**src/rtl/csa_pkg.sv**
```systemverilog
// rtl/csa_pkg.sv - shared widths, one-hot FSM states and saturation value for the CSA accumulator
package csa_pkg;
    localparam int DATA_W = 16;
    localparam int CNT_W  = 8;

    typedef enum logic [2:0] {
        S_IDLE  = 3'b001,
        S_ACCUM = 3'b010,
        S_DONE  = 3'b100
    } state_e;

    localparam logic [DATA_W-1:0] SAT_VALUE = 16'hFFFF;
endpackage

```
**src/rtl/csa_stream_accumulator_if.sv**
```systemverilog
// rtl/csa_stream_accumulator_if.sv - operand/result handshake bundle for the CSA accumulator
interface csa_stream_accumulator_if;
    import csa_pkg::*;

    logic              start;
    logic [CNT_W-1:0]  len;
    logic [DATA_W-1:0] in_data;
    logic              in_valid;
    logic              in_ready;
    logic [DATA_W-1:0] out_sum;
    logic              out_ovf;
    logic [CNT_W-1:0]  out_count;
    logic              out_valid;
    logic              out_ready;
    logic              busy;

    modport master (
        output start, len, in_data, in_valid, out_ready,
        input  in_ready, out_sum, out_ovf, out_count, out_valid, busy
    );

    modport slave (
        input  start, len, in_data, in_valid, out_ready,
        output in_ready, out_sum, out_ovf, out_count, out_valid, busy
    );
endinterface

```
**src/rtl/carry_select_adder.sv**
```systemverilog
// rtl/carry_select_adder.sv - 16-bit carry-select adder built from four 4-bit precomputed blocks
module carry_select_adder (
    input  logic [15:0] a_i,
    input  logic [15:0] b_i,
    input  logic        cin_i,
    output logic [15:0] sum_o,
    output logic        cout_o
);
    logic [4:0] carry;

    assign carry[0] = cin_i;

    for (genvar g = 0; g < 4; g++) begin : gen_blk
        logic [4:0] res0;
        logic [4:0] res1;
        // Both carry-in cases are formed up front; the incoming carry only drives the mux.
        assign res0 = {1'b0, a_i[4*g+3:4*g]} + {1'b0, b_i[4*g+3:4*g]};
        assign res1 = res0 + 5'd1;
        assign sum_o[4*g+3:4*g] = carry[g] ? res1[3:0] : res0[3:0];
        assign carry[g+1]       = carry[g] ? res1[4]   : res0[4];
    end

    assign cout_o = carry[4];
endmodule

```
**src/rtl/csa_stream_accumulator.sv**
```systemverilog
// rtl/csa_stream_accumulator.sv - burst accumulator over the carry-select adder; CSA_ACC_SATURATE_EN clamps on carry-out
module csa_stream_accumulator
    import csa_pkg::*;
(
    input  logic                     clk,
    input  logic                     rst,
    csa_stream_accumulator_if.slave  bus
);
    localparam logic [CNT_W-1:0] CNT_ONE = 1;

    state_e            state_q;
    logic [DATA_W-1:0] acc_q;
    logic [DATA_W-1:0] acc_d;
    logic              ovf_q;
    logic [CNT_W-1:0]  cnt_q;
    logic [CNT_W-1:0]  cnt_d;
    logic [CNT_W-1:0]  len_q;
    logic              in_ready_q;
    logic              out_valid_q;
    logic              busy_q;
    logic [DATA_W-1:0] add_sum;
    logic              add_cout;
    logic              beat;

    carry_select_adder u_adder (
        .a_i    (acc_q),
        .b_i    (bus.in_data),
        .cin_i  (1'b0),
        .sum_o  (add_sum),
        .cout_o (add_cout)
    );

    always_comb begin
        acc_d = add_sum;
`ifdef CSA_ACC_SATURATE_EN
        if (add_cout) begin
            acc_d = SAT_VALUE;
        end
`else
`endif
        cnt_d = cnt_q + CNT_ONE;
        beat  = bus.in_valid & in_ready_q;
    end

    always_ff @(posedge clk) begin
        if (rst) begin
            state_q     <= S_IDLE;
            acc_q       <= '0;
            ovf_q       <= 1'b0;
            cnt_q       <= '0;
            len_q       <= '0;
            in_ready_q  <= 1'b0;
            out_valid_q <= 1'b0;
            busy_q      <= 1'b0;
        end else begin
            unique case (state_q)
                S_IDLE: begin
                    if (bus.start) begin
                        len_q  <= bus.len;
                        acc_q  <= '0;
                        ovf_q  <= 1'b0;
                        cnt_q  <= '0;
                        busy_q <= 1'b1;
                        // A zero-length burst reports an empty result straight away.
                        if (bus.len == '0) begin
                            state_q     <= S_DONE;
                            out_valid_q <= 1'b1;
                        end else begin
                            state_q    <= S_ACCUM;
                            in_ready_q <= 1'b1;
                        end
                    end
                end
                S_ACCUM: begin
                    if (beat) begin
                        acc_q <= acc_d;
                        ovf_q <= ovf_q | add_cout;
                        cnt_q <= cnt_d;
                        if (cnt_d == len_q) begin
                            state_q     <= S_DONE;
                            in_ready_q  <= 1'b0;
                            out_valid_q <= 1'b1;
                        end
                    end
                end
                S_DONE: begin
                    if (bus.out_ready) begin
                        state_q     <= S_IDLE;
                        out_valid_q <= 1'b0;
                        busy_q      <= 1'b0;
                    end
                end
                default: begin
                    state_q     <= S_IDLE;
                    in_ready_q  <= 1'b0;
                    out_valid_q <= 1'b0;
                    busy_q      <= 1'b0;
                end
            endcase
        end
    end

    assign bus.in_ready  = in_ready_q;
    assign bus.out_valid = out_valid_q;
    assign bus.busy      = busy_q;
    assign bus.out_sum   = out_valid_q ? acc_q : '0;
    assign bus.out_ovf   = out_valid_q & ovf_q;
    assign bus.out_count = out_valid_q ? cnt_q : '0;
endmodule

```
**src/flat_wrapper.sv**
```systemverilog
// flat-port wrapper written by rule: the top's interface ports become plain ports
module csa_stream_accumulator_flat import csa_pkg::*;
  (clk, rst, bus_start, bus_len, bus_in_data, bus_in_valid, bus_out_ready, bus_in_ready, bus_out_sum, bus_out_ovf, bus_out_count, bus_out_valid, bus_busy);
  csa_stream_accumulator_if bus_i ();
  input  logic clk;
  input  logic rst;
  input wire logic [$bits(bus_i.start)-1:0] bus_start;
  input wire logic [$bits(bus_i.len)-1:0] bus_len;
  input wire logic [$bits(bus_i.in_data)-1:0] bus_in_data;
  input wire logic [$bits(bus_i.in_valid)-1:0] bus_in_valid;
  input wire logic [$bits(bus_i.out_ready)-1:0] bus_out_ready;
  output wire logic [$bits(bus_i.in_ready)-1:0] bus_in_ready;
  output wire logic [$bits(bus_i.out_sum)-1:0] bus_out_sum;
  output wire logic [$bits(bus_i.out_ovf)-1:0] bus_out_ovf;
  output wire logic [$bits(bus_i.out_count)-1:0] bus_out_count;
  output wire logic [$bits(bus_i.out_valid)-1:0] bus_out_valid;
  output wire logic [$bits(bus_i.busy)-1:0] bus_busy;
  assign bus_i.start = bus_start;
  assign bus_i.len = bus_len;
  assign bus_i.in_data = bus_in_data;
  assign bus_i.in_valid = bus_in_valid;
  assign bus_i.out_ready = bus_out_ready;
  assign bus_in_ready = bus_i.in_ready;
  assign bus_out_sum = bus_i.out_sum;
  assign bus_out_ovf = bus_i.out_ovf;
  assign bus_out_count = bus_i.out_count;
  assign bus_out_valid = bus_i.out_valid;
  assign bus_busy = bus_i.busy;
  csa_stream_accumulator u_core (.clk(clk), .rst(rst), .bus(bus_i));
endmodule
```
**config.mk**
```make
export PLATFORM = sky130hd
export DESIGN_NAME = csa_stream_accumulator_flat
export DESIGN_NICKNAME = d
export VERILOG_FILES = /design/src/rtl/csa_pkg.sv /design/src/rtl/csa_stream_accumulator_if.sv /design/src/rtl/carry_select_adder.sv /design/src/rtl/csa_stream_accumulator.sv /design/src/flat_wrapper.sv
export SDC_FILE = /design/constraint.sdc
export NUM_CORES = 1
export LEC_CHECK = 0
export CAP_MARGIN = 30
export CORE_ASPECT_RATIO = 1.1
export CORE_MARGIN = 5
export CORE_UTILIZATION = 53
export CTS_CLUSTER_DIAMETER = 60
export DETAILED_ROUTE_END_ITERATION = 7
export PLACE_DENSITY = 0.81
export RECOVER_POWER = 50
export SLEW_MARGIN = 20
export SYNTH_ARGS = -nofsm -noshare
export SYNTH_HDL_FRONTEND = slang
export SYNTH_HIERARCHICAL = 1
export SYNTH_SLANG_ARGS = --single-unit
export TNS_END_PERCENT = 5
```
**constraint.sdc**
```tcl
create_clock -name clk -period 5.2 [get_ports clk]
set_input_delay 1.56 -clock clk [delete_from_list [all_inputs] [get_ports clk]]
set_output_delay 1.56 -clock clk [all_outputs]
set_load 0.01 [all_outputs]
```
**Run 1: signal wires on met3**

(4 px per um)
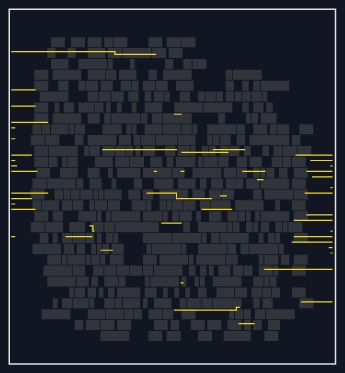
longest straight run	25.8 um
main direction	horizontal
share of all routed wire	4.2%
wire length on this layer	296 um

**Run 1: the clock network**

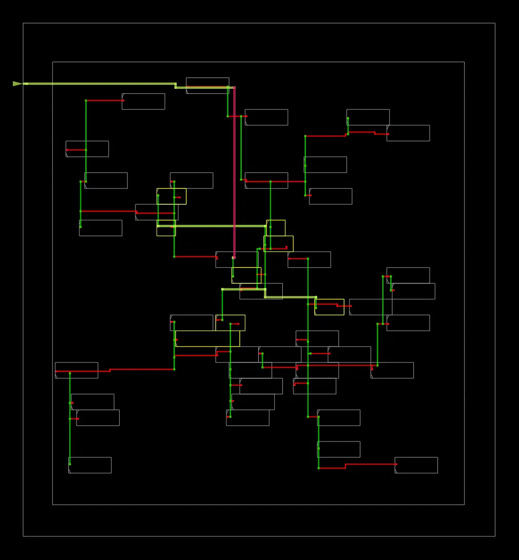
number of sinks handled by clock tree synthesis: 39
sequential cell count: 39
clock network power: 0.262 mW
number of buffers created by CTS: 5
setup clock skew after layout: 0.0103 ns

==> run_results.csv, run 1 <==
group,metric,value,unit
setup_path,path_buffers,1,
power_and_ir_drop,power_switching,0.205,mW
global_route,grt_pass1_wl,11900,um
placement,detailedPlace.worstSlack,0.428,ns
logic_synthesis,synth-seq-area-share,26.4,%
logic_synthesis,netlist_area,2950,um2
cts,post_cts.resized_instances,0,
sta,max_freq,223,MHz
power_and_ir_drop,power.sequential.total,0.331,mW
global_route,groute.layer.met3.usage,3.87,%
min_path,holdCritPathClass,"flip-flop to flip-flop",
placement,port_bufs,56,
logic_synthesis,synth_stat.cells,346,
power_and_ir_drop,power_combinational,0.133,mW
cts,worst_setup_hold_path_clk_slew,0.09,ns
logic_synthesis,yosys_register_bits,39,
sta,timing.hold.ws,0.489,ns
setup_path,cp-end-kind,"flip-flop",
cts,cts.htree.levels,2,
power_and_ir_drop,p_clk_share,36.1,%
logic_synthesis,synth_async_sr_flop_share,0,%
logic_synthesis,flop_cell,"dfxtp_1",
run_status,status,"completed",
power_and_ir_drop,total_power,0.726,mW
**Run 1: drive-strength map**

(3 px per um)
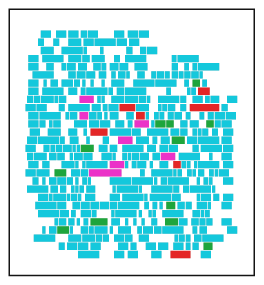
size	colour	cells
drive 3 to 4	red	7
drive 2	green	12
drive 6 and up	magenta	7
drive 1 or less	cyan	375

**Run 1: cells coloured by class**

(6 px per um)
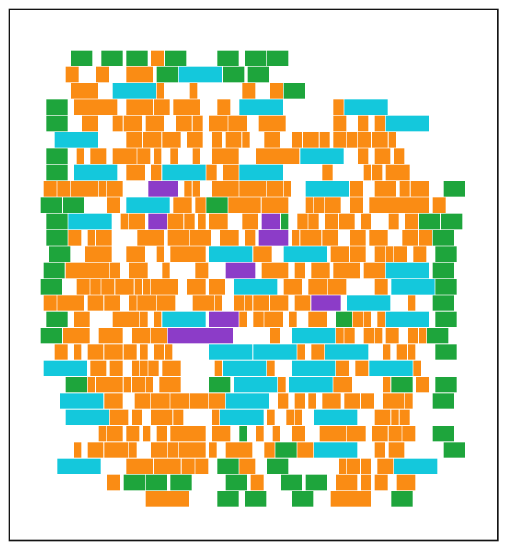
class	colour	cells	share of their area
clock drivers and dummy loads	purple	8	3.3%
flip-flops	cyan	39	22%
all other logic	orange	295	59%
other buffers and delay cells	green	59	16%

## run 1: cells in the mapped netlist, drive strengths merged, types with 2 or more instances
cell type   n  area [um2]
nor3b       2        26.3
nor2b       3        18.8
nand3       7        40.0
dfxtp      39         781
o21bai      2        15.0
nand2      25        93.8
nand2b      4        25.0
a22oi      17         128
a21oi      30         150
clkbuf      9        33.8
a2111oi     3        45.1
xor2        9        86.3
a21o        9        68.8
nor4        3        25.0
nand3b      6        45.0
a31oi       4        25.0
and2       26         164
nor3        6        41.3
and3        5        33.8
ha         21         263
mux2        4        48.8
and4b       2        20.0
nor2       32         120
inv         4        15.0
o21ai       8        40.0
o31ai       2        15.0
xnor2      21         184
mux2i       4        40.0
a211oi      3        27.5
fa          4        80.1
nand4       6        43.8
or4         2        18.8
buf         7        50.1
## run 1: layout make-up
class                      instances  area share (%)
inverter                           4           0.410
sequential                        39            21.3
clock inverter                     3            1.30
tap                               75            2.56
timing repair buffer              59            15.7
multi-input combinational        291            56.8
clock buffer                       5            1.88
## run 1: layout by cell type, fill, tap and decap left out, drive strengths merged, types with 7 or more instances in the layout
cell           Yosys  final
nor2              32     32
clkdlybuf4s50      0     47
a22oi             17     17
clkbuf             9      7
xnor2             21     21
xor2               9      9
a21oi             30     30
a21o               9      9
o21ai              8      8
dlygate4sd3        0      9
dfxtp             39     39
nand3              7      7
nand2             25     25
and2              26     26
ha                21     21
## run 1: final timing paths
check                        from               end  slack, ns  depth (start not counted)
setup reg to reg  u_core/acc_q[4]  u_core/acc_q[13]       2.04                         12
setup / recovery   bus_in_data[4]  u_core/acc_q[13]       0.72                         13
hold / removal    u_core/len_q[3]   u_core/len_q[3]       0.49                          2
hold reg to reg   u_core/len_q[3]   u_core/len_q[3]       0.49                          2
--- run 2 (diff from run 1) ---
Settings changed: REMOVE_ABC_BUFFERS set to 1.
==> run 2 against run 1 <==
Net effect:
- area after synthesis stayed put
- sequential cell count stayed put
- routed wire length is 2.9% lower
- first-iteration DRC count is 9.0% higher
- via count is 2.0% lower
- critical path depth stayed put
- highest routed layer unchanged
- worst setup slack better by 0.066 ns
- die size stayed put
- largest power group unchanged
- register-to-register slack better by 0.09 ns
- design area is 0.27% lower
==> run_results.csv, run 2 <==
group,metric,value,unit
cts,worst_setup_hold_path_clk_slew,0.08,ns
sta,timing.clock.skew,0.00580,ns
logic_synthesis,synth_stat.cells,346,
logic_synthesis,netlist_top_cells_count,"39 x dfxtp_1, 32 x nor2_1, 30 x a21oi_1, 25 x and2_1, 25 x nand2_1",
logic_synthesis,yosys_register_bits,39,
logic_synthesis,synth.top_cell.area_share,26.4,%
placement,port_bufs,56,
cts,cts.htree.levels,2,
cts,number_of_buffers_created_by_cts,5,
setup_path,cp-end-kind,"flip-flop",
setup_path,worst-r2r-setup-slack,2.13,ns
placement,detailedPlace.worstSlack,0.495,ns
global_route,groute.layer.met3.usage,4.28,%
power_and_ir_drop,total_power,0.706,mW
min_path,holdCritPathClass,"flip-flop to flip-flop",
power_and_ir_drop,power_switching,0.191,mW
logic_synthesis,synthMostInstantiatedCell,"dfxtp_1",
cells_and_area,layout.cells.most_common_list,"46 x clkdlybuf4s50_1, 39 x dfxtp_1, 32 x nor2_1",
logic_synthesis,netlist_area,2950,um2
logic_synthesis,flop_cell,"dfxtp_1",
power_and_ir_drop,power_combinational,0.134,mW
cells_and_area,highest_count_logic_cell_in_the_final_layout,"clkdlybuf4s50_1",
cts,post_cts.resized_instances,0,
logic_synthesis,largest_area_cell,"dfxtp_1",
logic_synthesis,synth-seq-area-share,26.4,%
run_status,status,"completed",
logic_synthesis,synth_async_sr_flop_share,0,%
global_route,grt_pass1_wl,11900,um
logic_synthesis,top_cells_by_area,"dfxtp_1 26%, ha_1 8.9%, xnor2_1 6.2%",
cts,cts_sinks,39,
power_and_ir_drop,clock_network_power,0.243,mW
[run 2: cell types whose count changed in the layout (fill, tap and decap cells not counted), sizes merged]
cell | previous run | this run
clkinv | 1 | 0
buf | 1 | 2
clkdlybuf4s50 | 47 | 46
inv | 5 | 4
dlygate4sd3 | 9 | 10
[run 2: final cells by class]
type	count	area, um2
clock buffers	6	72.6
clock inverters	1	30.0
fillers	470	1740
inverters	4	15.0
multi-input cells	291	2080
flip-flops and latches	39	781
well taps	75	93.8
repair buffers	59	579
[run 2: kinds of logic (layout without fill, tap and decap cells)]
family	after synthesis	count (layout)	synth area share [%]
adders and majority gates	25	25	11.6
AOI/OAI and AO/OA	89	89	20.6
DFF	39	39	26.4
buffers and inverters	21	70	3.64
and+or+nand+nor	133	133	25.4
muxes	8	8	3.01
xor gates and xnor gates	30	30	9.15
other	1	6	0.127
[run 2: metrics by stage]
step	instance area [um2]	hold WS, ns
3_3_place_gp	3560	0.448
4_1_cts	3660	0.472
2_1_floorplan	2880	0.443
6_report	3650	0.468
5_1_grt	3650	0.492
3_5_place_dp	3560	0.462
[run 2: worst max-delay path: cells and delay by family]
kind / cells / cell delay (ns)
buffers and inverters: 1 / 0.40
XOR/XNOR: 1 / 0.22
AND/OR/NAND/NOR: 4 / 0.51
adder cells (fa/ha/maj): 3 / 0.96
AND-OR/OR-AND: 3 / 0.60
multiplexers: 1 / 0.33
[run 2: worst paths after layout]
check,startpoint,end,cells after the start
worst max-delay path,bus_in_data[4],u_core/acc_q[13],13
worst min-delay path,u_core/bus.busy,u_core/bus.busy,1
worst max register to register,u_core/acc_q[4],u_core/acc_q[13],12
worst min register to register,u_core/bus.busy,u_core/bus.busy,1
**Run 2: signal wires on met3**

(4 px per um)
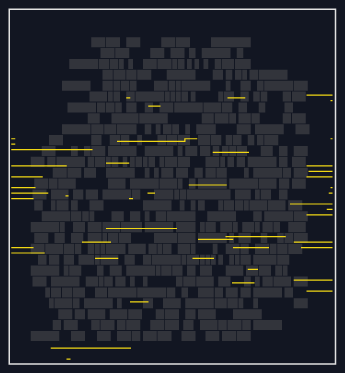
longest straight run	20.0 um
share of all routed wire	4.5%

**Run 2: signal metal coverage by tile**

(4 px per um) 16 x 18 tiles, from dark purple (low) to yellow (high), scaled to the fullest tile. Values are wire area over tile area, all layers added.
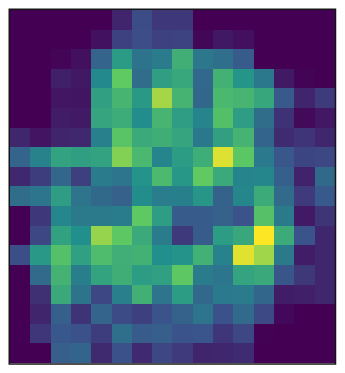
densest ninth of the die	centre
mean over tiles	0.15
tiles over half the peak	26%
emptiest ninth of the die	north-west
fullest tile	0.48
nearly empty tiles	19%

**Run 2: drive-strength map**

(3 px per um)
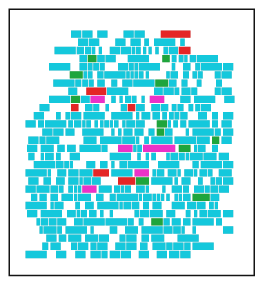
size	colour	cells
drive 3 to 4	red	7
drive 2	green	12
drive 1 or less	cyan	375
drive 6 and up	magenta	6

--- run 3 (diff from run 2) ---
Settings changed: CORE_UTILIZATION 53 to 48, PLACE_DENSITY 0.81 to 0.78.
Clock period 5.2 ns to 3.8 ns, I/O delays scaled along.
==> run 3 against run 2 <==
Net effect:
- routed wire length is 3.7% higher
- worst hold slack better by 0.0038 ns
- total power is 32% higher
- sequential share of layout area is 0.80 points lower
- register-to-register slack worse by 1.4 ns
- worst setup slack worse by 0.72 ns
- synthesized cell count stayed put
- global-route usage is 3.2 points lower
- critical path type unchanged
- via count is 4.7% higher
- die size is 9.2% higher
- design area is 3.9% higher
- count of clock-buffer cells in the layout stayed put
==> run_results.csv, run 3 <==
group,metric,value,unit
cts,number_of_buffers_created_by_cts,5,
setup_path,critical_path.reg2reg.endpoint,"u_core/acc_q[15]",
cells_and_area,tally_of_filler_cells_in_the_layout,548,
sta,max_freq,268,MHz
cts,cts.htree.levels,2,
logic_synthesis,post_synth_mux_area_share,3.01,%
cts,cts_sinks,39,
logic_synthesis,yosys_register_bits,39,
setup_path,worst-r2r-setup-slack,0.70,ns
logic_synthesis,flop_cell,"dfxtp_1",
power_and_ir_drop,power.sequential.total,0.445,mW
cells_and_area,stdcell_area,3800,um2
sta,timing.hold.ws,0.471,ns
logic_synthesis,synth_async_sr_flop_share,0,%
setup_path,worst-r2r-cell-count,13,
logic_synthesis,netlist_area,2950,um2
cells_and_area,layout.cells.most_common_list,"47 x clkdlybuf4s50_1, 39 x dfxtp_1, 32 x nor2_1",
logic_synthesis,simple_gate_share,25.4,%
global_route,grt_pass1_wl,11600,um
logic_synthesis,netlist_top_cells_count,"39 x dfxtp_1, 32 x nor2_1, 30 x a21oi_1, 25 x and2_1, 25 x nand2_1",
min_path,holdCritPathClass,"flip-flop to flip-flop",
logic_synthesis,synth_stat.cells,346,
cells_and_area,mi_logic_area,2110,um2
run_status,status,"completed",
global_route,groute.layer.met3.usage,3.50,%
setup_path,worstReg2RegStart,"u_core/acc_q[4]",
placement,detailedPlace.worstSlack,-0.415,ns
power_and_ir_drop,power_switching,0.266,mW
logic_synthesis,topCombFamilyByArea,"simple AND/OR/NAND/NOR gates",
logic_synthesis,synth.top_cell.area_share,26.4,%
power_and_ir_drop,p_clk_share,30.6,%
logic_synthesis,synth.cellmix.adderShare,11.6,%
power_and_ir_drop,power_combinational,0.200,mW
logic_synthesis,synth_compound_gate_area_share,20.6,%
cells_and_area,highest_count_logic_cell_in_the_final_layout,"clkdlybuf4s50_1",
cts,post_cts.resized_instances,2,
==> run 3: cell counts after synthesis <==
Identical to the previous run, type by type.
==> run 3: worst max-delay path, delay by kind of cell <==
kind	cells	cell delay, ns
mux	1	0.22
simple gates	4	0.55
buf+inv	2	0.30
fa+ha+maj	3	0.91
compound gates	3	0.66
xor+xnor	1	0.09
==> run 3: worst min path at each step <==
stage / from / to / slack, ns / cells after the start
4_1_cts: u_core/len_q[7] / u_core/len_q[7] / 0.48 / 2
3_3_place_gp: u_core/bus.busy / u_core/bus.busy / 0.45 / 1
6_report: u_core/bus.busy / u_core/bus.busy / 0.47 / 1
3_5_place_dp: u_core/bus.busy / u_core/bus.busy / 0.45 / 1
2_1_floorplan: u_core/len_q[1] / u_core/len_q[1] / 0.44 / 2
5_1_grt: u_core/bus.busy / u_core/bus.busy / 0.50 / 1
==> run 3: area by class of cell <==
cell class,instances,share of cell area (%)
clock buffers,6,2.17
clock inverters,1,0.132
inverters,4,0.395
multi-input cells,291,55.7
flip-flops and latches,39,20.6
well taps,80,2.64
repair buffers,74,18.4
==> run 3: routing by layer <==
| layer | vias to the layer above | share of wire (%) |
|---|---|---|
| li1 | 1376 | - |
| met1 | 1314 | 45 |
| met2 | 73 | 49 |
| met3 | 9 | 4.6 |
| met4 | 0 | 1.3 |
| met5 | - | 0 |
==> run 3: kinds of logic after synthesis <==
| family | Yosys count |
|---|---|
| mux | 8 |
| flops | 39 |
| xor+xnor | 30 |
| buf+inv | 21 |
| simple gates | 133 |
| other cells | 1 |
| fa+ha+maj | 25 |
| compound gates | 89 |
==> run 3: stage by stage <==
stage / total power [mW] / utilization, %
finish: 0.930 / 62.4
CTS: 0.941 / 61.8
floorplan: 0.562 / -
global route: 0.976 / 62.4
detailed placement: 0.655 / 60.2
global placement: 0.650 / 60.2
**Run 3: signal metal coverage by tile**

(4 px per um) 17 x 18 tiles, from dark purple (low) to yellow (high), scaled to the fullest tile. Values are wire area over tile area, all layers added.
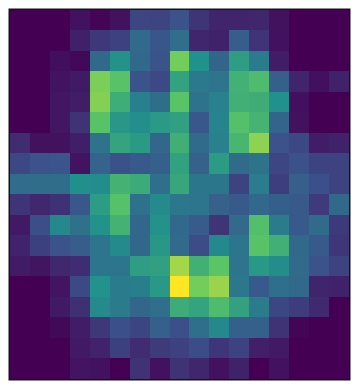
mean over tiles	0.14
nearly empty tiles	17%
emptiest ninth of the die	south-west
tiles over half the peak	18%
fullest tile	0.53

**Run 3: drive-strength map**

(3 px per um)
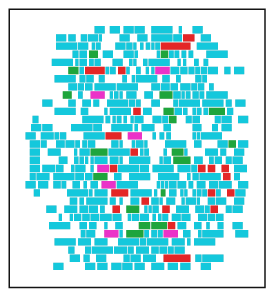
size	colour	cells
drive 3 to 4	red	21
drive 2	green	18
drive 1 or less	cyan	369
drive 6 and up	magenta	7

**Run 3: signal wires on met3**

(4 px per um)
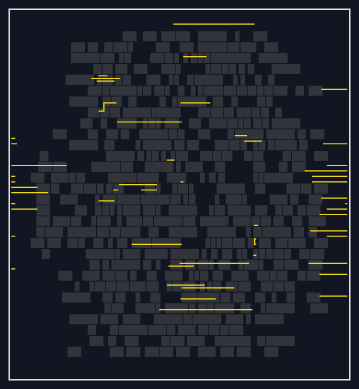
nets with wire on the layer	42
share of all routed wire	4.6%
longest straight run	23.0 um
main direction	horizontal
wire length on this layer	324 um

No activity file was given, so power comes from the tool's default toggle rates.
